===== config.mk =====
export PLATFORM = sky130hd
export DESIGN_NAME = uart_modo_rx
export DESIGN_NICKNAME = d
export VERILOG_FILES = /design/src/rtl/uart_modo_pkg.sv /design/src/rtl/uart_rx_core.sv /design/src/rtl/uart_modo_rx.sv
export SDC_FILE = /design/constraint.sdc
export NUM_CORES = 1
export LEC_CHECK = 0
export CAP_MARGIN = 15
export CORE_UTILIZATION = 30
export DETAILED_ROUTE_END_ITERATION = 8
export HOLD_SLACK_MARGIN = 0.08
export PLACE_DENSITY = 0.52
export RECOVER_POWER = 25
export SYNTH_ARGS = -nofsm -noshare
export SYNTH_HDL_FRONTEND = slang
export SYNTH_SLANG_ARGS = --single-unit

===== constraint.sdc =====
create_clock -name clk -period 4.69 [get_ports clk]
set_input_delay 0.938 -clock clk [delete_from_list [all_inputs] [get_ports clk]]
set_output_delay 0.938 -clock clk [all_outputs]
set_load 0.02 [all_outputs]

===== src/rtl/uart_modo_pkg.sv =====
// Shared types and constants for the UART mode-command receiver.
// Build option: define UART_PARITY_EN for 8E1 framing (default 8N1).
package uart_modo_pkg;

  localparam int OVS        = 16;
  localparam int SAMPLE_MID = 8;

  typedef enum logic [1:0] {
    R_IDLE  = 2'd0,
    R_START = 2'd1,
    R_DATA  = 2'd2,
    R_STOP  = 2'd3
  } rx_state_e;

  typedef enum logic [1:0] {
    IDLE     = 2'd0,
    GOT_SYNC = 2'd1,
    GOT_MODE = 2'd2
  } pkt_state_e;

  // Oversample divider; clamped to 1 so very slow clocks still produce a tick.
  function automatic int calc_div(input int clk_hz, input int baud);
    int d;
    d = clk_hz / (baud * OVS);
    return (d < 1) ? 1 : d;
  endfunction

endpackage


===== src/rtl/uart_rx_core.sv =====
// UART byte receiver: 2-flop synchronizer, x16 oversampling divider and byte FSM.
// Build option: UART_PARITY_EN adds an even-parity bit after bit 7.
module uart_rx_core
  import uart_modo_pkg::*;
#(
  parameter int DIV = 325
) (
  input  logic       clk,
  input  logic       reset,
  input  logic       rxd_i,
  output logic [7:0] byte_o,
  output logic       byte_valid_o,
  output logic       frame_err_o
);

`ifdef UART_PARITY_EN
  localparam int NBITS = 9;
`else
  localparam int NBITS = 8;
`endif
  localparam int               DIV_W    = (DIV > 1) ? $clog2(DIV) : 1;
  localparam logic [DIV_W-1:0] DIV_LAST = DIV_W'(DIV - 1);
  localparam logic [3:0]       OVS_LAST = 4'(OVS - 1);
  localparam logic [3:0]       MID_LAST = 4'(SAMPLE_MID - 1);
  localparam logic [3:0]       BIT_LAST = 4'(NBITS - 1);

  logic             meta_q, sync_q, prev_q;
  rx_state_e        state_q, state_d;
  logic [DIV_W-1:0] div_q, div_d;
  logic [3:0]       ovs_q, ovs_d;
  logic [3:0]       bit_q, bit_d;
  logic [NBITS-1:0] shift_q, shift_d;
  logic             wait_high_q, wait_high_d;
  logic [7:0]       byte_q, byte_d;
  logic             valid_q, valid_d;
  logic             ferr_q, ferr_d;
  logic             fall, tick, sample_pt, stop_sample, parity_ok;

  always_ff @(posedge clk) begin
    if (reset) begin
      meta_q <= 1'b1;
      sync_q <= 1'b1;
      prev_q <= 1'b1;
    end else begin
      meta_q <= rxd_i;
      sync_q <= meta_q;
      prev_q <= sync_q;
    end
  end

  assign fall        = prev_q & ~sync_q;
  assign tick        = (state_q != R_IDLE) && (div_q == DIV_LAST);
  assign sample_pt   = tick && (ovs_q == OVS_LAST);
  assign stop_sample = (state_q == R_STOP) && !wait_high_q && sample_pt;
`ifdef UART_PARITY_EN
  assign parity_ok   = ~^shift_q;
`else
  assign parity_ok   = 1'b1;
`endif

  always_ff @(posedge clk) begin
    if (reset) state_q <= R_IDLE;
    else       state_q <= state_d;
  end

  always_comb begin
    state_d = state_q;
    case (state_q)
      R_IDLE:  if (fall) state_d = R_START;
      R_START: if (tick && ovs_q == MID_LAST) state_d = sync_q ? R_IDLE : R_DATA;
      R_DATA:  if (sample_pt && bit_q == BIT_LAST) state_d = R_STOP;
      R_STOP: begin
        // A low stop bit parks here until the line recovers.
        if (wait_high_q) begin
          if (sync_q) state_d = R_IDLE;
        end else if (sample_pt && sync_q) begin
          state_d = R_IDLE;
        end
      end
      default: state_d = R_IDLE;
    endcase
  end

  always_comb begin
    div_d       = '0;
    ovs_d       = ovs_q;
    bit_d       = bit_q;
    shift_d     = shift_q;
    wait_high_d = wait_high_q;

    if (state_q != R_IDLE && state_d != R_IDLE && div_q != DIV_LAST)
      div_d = div_q + 1'b1;

    if (state_d != state_q)
      ovs_d = '0;
    else if (tick)
      ovs_d = (ovs_q == OVS_LAST) ? '0 : ovs_q + 1'b1;

    if (state_q == R_START)
      bit_d = '0;
    if (state_q == R_DATA && sample_pt) begin
      shift_d = {sync_q, shift_q[NBITS-1:1]};
      bit_d   = bit_q + 1'b1;
    end

    if (stop_sample && !sync_q)
      wait_high_d = 1'b1;
    if (state_d != R_STOP)
      wait_high_d = 1'b0;

    valid_d = stop_sample && sync_q && parity_ok;
    ferr_d  = stop_sample && !(sync_q && parity_ok);
    byte_d  = valid_d ? shift_q[7:0] : byte_q;
  end

  always_ff @(posedge clk) begin
    if (reset) begin
      div_q       <= '0;
      ovs_q       <= '0;
      bit_q       <= '0;
      shift_q     <= '0;
      wait_high_q <= 1'b0;
      byte_q      <= '0;
      valid_q     <= 1'b0;
      ferr_q      <= 1'b0;
    end else begin
      div_q       <= div_d;
      ovs_q       <= ovs_d;
      bit_q       <= bit_d;
      shift_q     <= shift_d;
      wait_high_q <= wait_high_d;
      byte_q      <= byte_d;
      valid_q     <= valid_d;
      ferr_q      <= ferr_d;
    end
  end

  assign byte_o       = byte_q;
  assign byte_valid_o = valid_q;
  assign frame_err_o  = ferr_q;

endmodule


===== src/rtl/uart_modo_rx.sv =====
// UART front end for LCD1602 operating mode: validates SYNC+MODE+~MODE packets.
// Build option: UART_PARITY_EN selects 8E1 framing in the byte receiver.
module uart_modo_rx
  import uart_modo_pkg::*;
#(
  parameter int         CLK_HZ       = 50_000_000,
  parameter int         BAUD         = 9600,
  parameter logic [7:0] SYNC_BYTE    = 8'hA5,
  parameter logic [7:0] RESET_MODE   = 8'h00,
  parameter int         TIMEOUT_BITS = 20
) (
  input  logic       clk,
  input  logic       reset,
  input  logic       rxd,
  output logic [7:0] modooperacao,
  output logic       modo_valid,
  output logic       frame_err,
  output logic       pkt_err,
  output logic       busy
);

  localparam int               DIV      = calc_div(CLK_HZ, BAUD);
  localparam int               BIT_CLKS = DIV * OVS;
  localparam int               PRE_W    = $clog2(BIT_CLKS);
  localparam int               TO_W     = $clog2(TIMEOUT_BITS + 1);
  localparam logic [PRE_W-1:0] PRE_LAST = PRE_W'(BIT_CLKS - 1);
  localparam logic [TO_W-1:0]  TO_LIMIT = TO_W'(TIMEOUT_BITS);

  logic [7:0]       rx_byte;
  logic             rx_valid, rx_ferr;
  pkt_state_e       state_q, state_d;
  logic [PRE_W-1:0] pre_q, pre_d;
  logic [TO_W-1:0]  to_q, to_d;
  logic [7:0]       cand_q, cand_d;
  logic [7:0]       mode_q, mode_d;
  logic             valid_q, valid_d;
  logic             perr_q, perr_d;
  logic             timeout;

  uart_rx_core #(.DIV(DIV)) u_core (
    .clk          (clk),
    .reset        (reset),
    .rxd_i        (rxd),
    .byte_o       (rx_byte),
    .byte_valid_o (rx_valid),
    .frame_err_o  (rx_ferr)
  );

  assign timeout = (state_q != IDLE) && (to_q == TO_LIMIT);

  // Bit-time timeout; a byte strobe restarts it and wins over an expiry.
  always_comb begin
    pre_d = pre_q;
    to_d  = to_q;
    if (state_q == IDLE || rx_valid) begin
      pre_d = '0;
      to_d  = '0;
    end else if (!timeout) begin
      if (pre_q == PRE_LAST) begin
        pre_d = '0;
        to_d  = to_q + 1'b1;
      end else begin
        pre_d = pre_q + 1'b1;
      end
    end
  end

  always_ff @(posedge clk) begin
    if (reset) state_q <= IDLE;
    else       state_q <= state_d;
  end

  always_comb begin
    state_d = state_q;
    case (state_q)
      IDLE: if (rx_valid && rx_byte == SYNC_BYTE) state_d = GOT_SYNC;
      GOT_SYNC: begin
        if (rx_valid)                state_d = GOT_MODE;
        else if (rx_ferr || timeout) state_d = IDLE;
      end
      GOT_MODE: begin
        if (rx_valid || rx_ferr || timeout) state_d = IDLE;
      end
      default: state_d = IDLE;
    endcase
  end

  always_comb begin
    cand_d  = cand_q;
    mode_d  = mode_q;
    valid_d = 1'b0;
    perr_d  = 1'b0;
    if (state_q == GOT_SYNC && rx_valid)
      cand_d = rx_byte;
    if (state_q == GOT_MODE && rx_valid) begin
      if (rx_byte == ~cand_q) begin
        mode_d  = cand_q;
        valid_d = 1'b1;
      end else begin
        perr_d  = 1'b1;
      end
    end
    if (timeout && !rx_valid && !rx_ferr)
      perr_d = 1'b1;
  end

  always_ff @(posedge clk) begin
    if (reset) begin
      pre_q   <= '0;
      to_q    <= '0;
      cand_q  <= '0;
      mode_q  <= RESET_MODE;
      valid_q <= 1'b0;
      perr_q  <= 1'b0;
    end else begin
      pre_q   <= pre_d;
      to_q    <= to_d;
      cand_q  <= cand_d;
      mode_q  <= mode_d;
      valid_q <= valid_d;
      perr_q  <= perr_d;
    end
  end

  assign modooperacao = mode_q;
  assign modo_valid   = valid_q;
  assign pkt_err      = perr_q;
  assign frame_err    = rx_ferr;
  assign busy         = (state_q != IDLE);

endmodule


Figure 1. Sizing map.
Bar = 20 um.
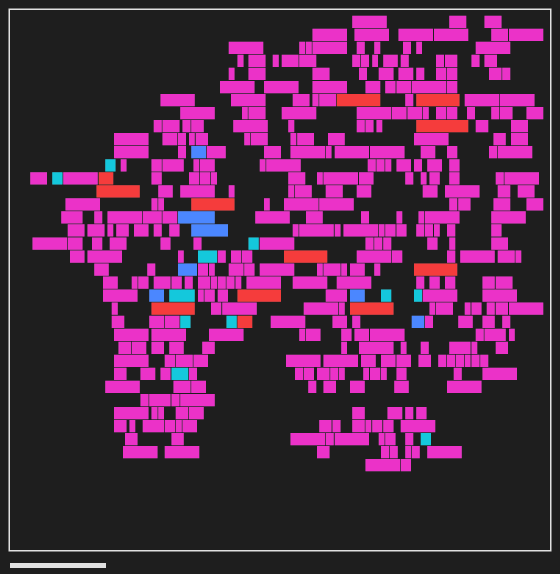
- cyan: x2 (cells 11; most used or2_2)
- blue: x3 and x4 (cells 7; most used clkinv_4)
- magenta: x1 and smaller (cells 382; most used dfxtp_1)
- red: x6 and larger (cells 12; most used clkbuf_16)
Area Growth Syn to Fin: 14.35%
post-route cell area: 0.004198 mm2
bufs w/o clock: 15
setup slack after layout: 1.685 ns

Figure 2. Metal 1.
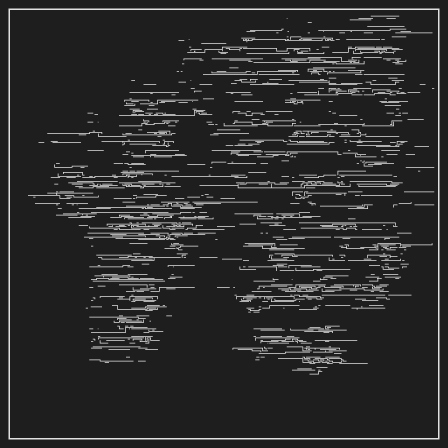
- main direction: horizontal
- longest straight run: 25.3 um
- wire length on this layer: 3850 um
- nets with wire on the layer: 395
- share of all routed wire: 51%
DRT Wirelength: 7502 um
via count: 2948
GRT met1 Usage: 0.1693

==> results.toml <==
# physical design summary
[global_route]
grt.overflow.total = 0
antenna_found_initial = 0
grt_pass1_vias = 2749
grt_pass1_wl_um = 13230

[routing]
maxUsedRoutingLayer = "met4"
drcViolationCount = 0
ant_nets = 0
drtIter0Drc = 196
drtPass1Iterations = 4
met3_length_um = 256

[layout]
final_core_util = 0.3509
layout_top_cells = "dfxtp_1 (79), nor2_1 (35), a21oi_1 (32), nand2_1 (21), mux2i_1 (21)"
drive_gt1_frac = 0.07282
layout.cells.most_common = "dfxtp_1"
fin_nets = 417

[job]
drv_cap = 1
warning_count = 28

[floorplanning]
rows = 40
dieArea_mm2 = 0.01268
die_w_um = 112.6
io_pins = 15
coreArea_mm2 = 0.01196
fp_util = 0.3069

[yosys]
top_area_cell = "dfxtp_1"
topCellsByArea = "dfxtp_1 (43%), mux2i_1 (5.7%), a21oi_1 (4.4%)"
edf_count = 0
synth_top_flop_cell = "dfxtp_1"
ys_seq_share = 0.4308
synthArstFlopShare = 0
numSynthFlops = 79
ys_area_mm2 = 0.003671

[clocking]
htreeDepth = 3
cts_num_sinks = 79
clk_pin_slew_ns = 0.06
clock_latency_ns = 0.34
numCtsBuffers = 9
clockBufferDepth = 2

[setup_path]
worstSetupStartpointType = "primary input"
crit_family = "buffers and inverters"
path_max_fanout = 53
cp.required_ns = 4.87
crit_slowest_cell = "clkbuf_1"
worst-path-buf-inv = 1
setup.worst_path.class = "in2reg"
slowest_delay_ns = 1.52

[sta]
finalMaxSlewViolations = 54
finalHoldViolCount = 0
relSlewSlack = -0.4593
min_period_over_period = 0.6407
worst_hold_slack_ns = 0.4118
fmax_ghz = 0.3328
final.setup_skew_ns = 0.01146

[status]
status = "finished with violations"
violations = "max-capacitance violations, max-slew violations"

[pwr]
peakVddDrop_uv = 159.1
power.density_mw_per_mm2 = 343.5
leakagePower_nw = 1.412

[place]
place_area_mm2 = 0.003895
dp_hpwl_um = 4979

[worst_hold_path]
hold_class = "reg2reg"
Figure 3. Wiring by layer.
Only two layers are drawn.
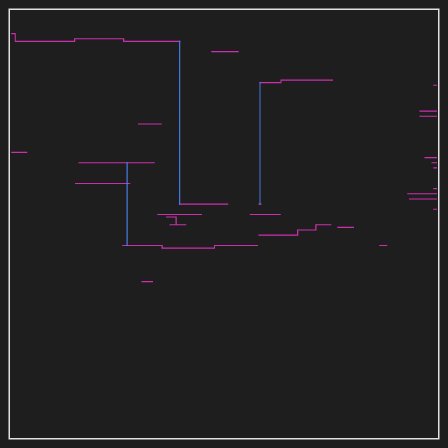
- blue: M4 (wire length 96.6 um)
- magenta: M3 (wire length 256 um)

==> sequential cells by signal, summed over array words and instances (netlist names) <==
signal	count
modooperacao	8
to_q	5
u_core.div_q	9
pre_q	13
pkt_err	1
u_core.bit_q	4
u_core.wait_high_q	1
u_core.byte_valid_o	1
u_core.meta_q	1
modo_valid	1
u_core.shift_q	8
u_core.frame_err_o	1
state_q	2
u_core.prev_q	1
u_core.sync_q	1
cand_q	8
u_core.byte_o	8
u_core.ovs_q	4
u_core.state_q	2
==> cell usage after synthesis, drive strengths merged (2+ instances only) <==
| cell type | number |
|---|---|
| o31ai | 13 |
| nor3 | 4 |
| nand2b | 5 |
| inv | 10 |
| dfxtp | 79 |
| a22oi | 2 |
| xor2 | 18 |
| a2111oi | 4 |
| a21oi | 32 |
| or4 | 6 |
| ha | 7 |
| nor2 | 35 |
| nor4 | 8 |
| nand4 | 18 |
| and3 | 3 |
| clkbuf | 19 |
| nand2 | 21 |
| a211oi | 10 |
| buf | 4 |
| o21ai | 12 |
| nor4b | 3 |
| nand3 | 20 |
| xnor2 | 3 |
| or2 | 7 |
| nor2b | 4 |
| o2111ai | 3 |
| a31oi | 4 |
| mux2i | 21 |
| nand4b | 4 |
| or3 | 4 |
| and4b | 2 |
| and4 | 6 |
==> layout make-up <==
type | count | area, um2
Sequential cell | 79 | 1582
Clock buffer | 9 | 225.2
Multi-Input combinational cell | 292 | 1949
Clock inverter | 7 | 78.83
Tap cell | 147 | 183.9
Inverter | 10 | 37.54
Fill cell | 1215 | 7764
Timing Repair Buffer | 15 | 141.4
==> per-stage QoR <==
step / power [mW] / instances / worst slack [ns]
after floorplan: 0.7406 / 404 / 2.508
after CTS: 1.463 / 559 / 1.862
after global routing: 1.500 / 559 / 1.407
after global placement: 0.7507 / 543 / 2.019
after detailed placement: 0.7510 / 543 / 1.970
final: 1.442 / 559 / 1.685
==> cell families after synthesis <==
family,count (synthesis),synth area share
AOI/OAI and AO/OA,88,0.1561
xor gates and xnor gates,21,0.05010
buffers and inverters,33,0.03817
and+or+nand+nor,155,0.2437
DFF,79,0.4308
muxes,21,0.05726
adders and majority gates,7,0.02386
==> metal layers <==
metal | global-route usage | vias to the layer above
met5 | 0 | -
met4 | 0.04444 | 0
met3 | 0.03780 | 6
met2 | 0.2004 | 43
met1 | 0.1693 | 1382
li1 | - | 1517
==> path summary, 6_finish.rpt <==
| kind | from | endpoint | slack, ns | depth (start not counted) |
|---|---|---|---|---|
| max | reset | u_core.div_q[3] | 1.69 | 4 |
| min | u_core.meta_q | u_core.sync_q | 0.41 | 1 |
| max reg2reg | u_core.div_q[5] | u_core.div_q[5] | 1.94 | 4 |
| min reg2reg | u_core.meta_q | u_core.sync_q | 0.41 | 1 |
==> power by group <==
part	switching, mW	total [mW]	internal, mW
Sequential	0.0121	0.688	0.676
Clock	0.288	0.705	0.418
Combinational	0.0348	0.0488	0.0139
Power and IR drop assume default switching activity.
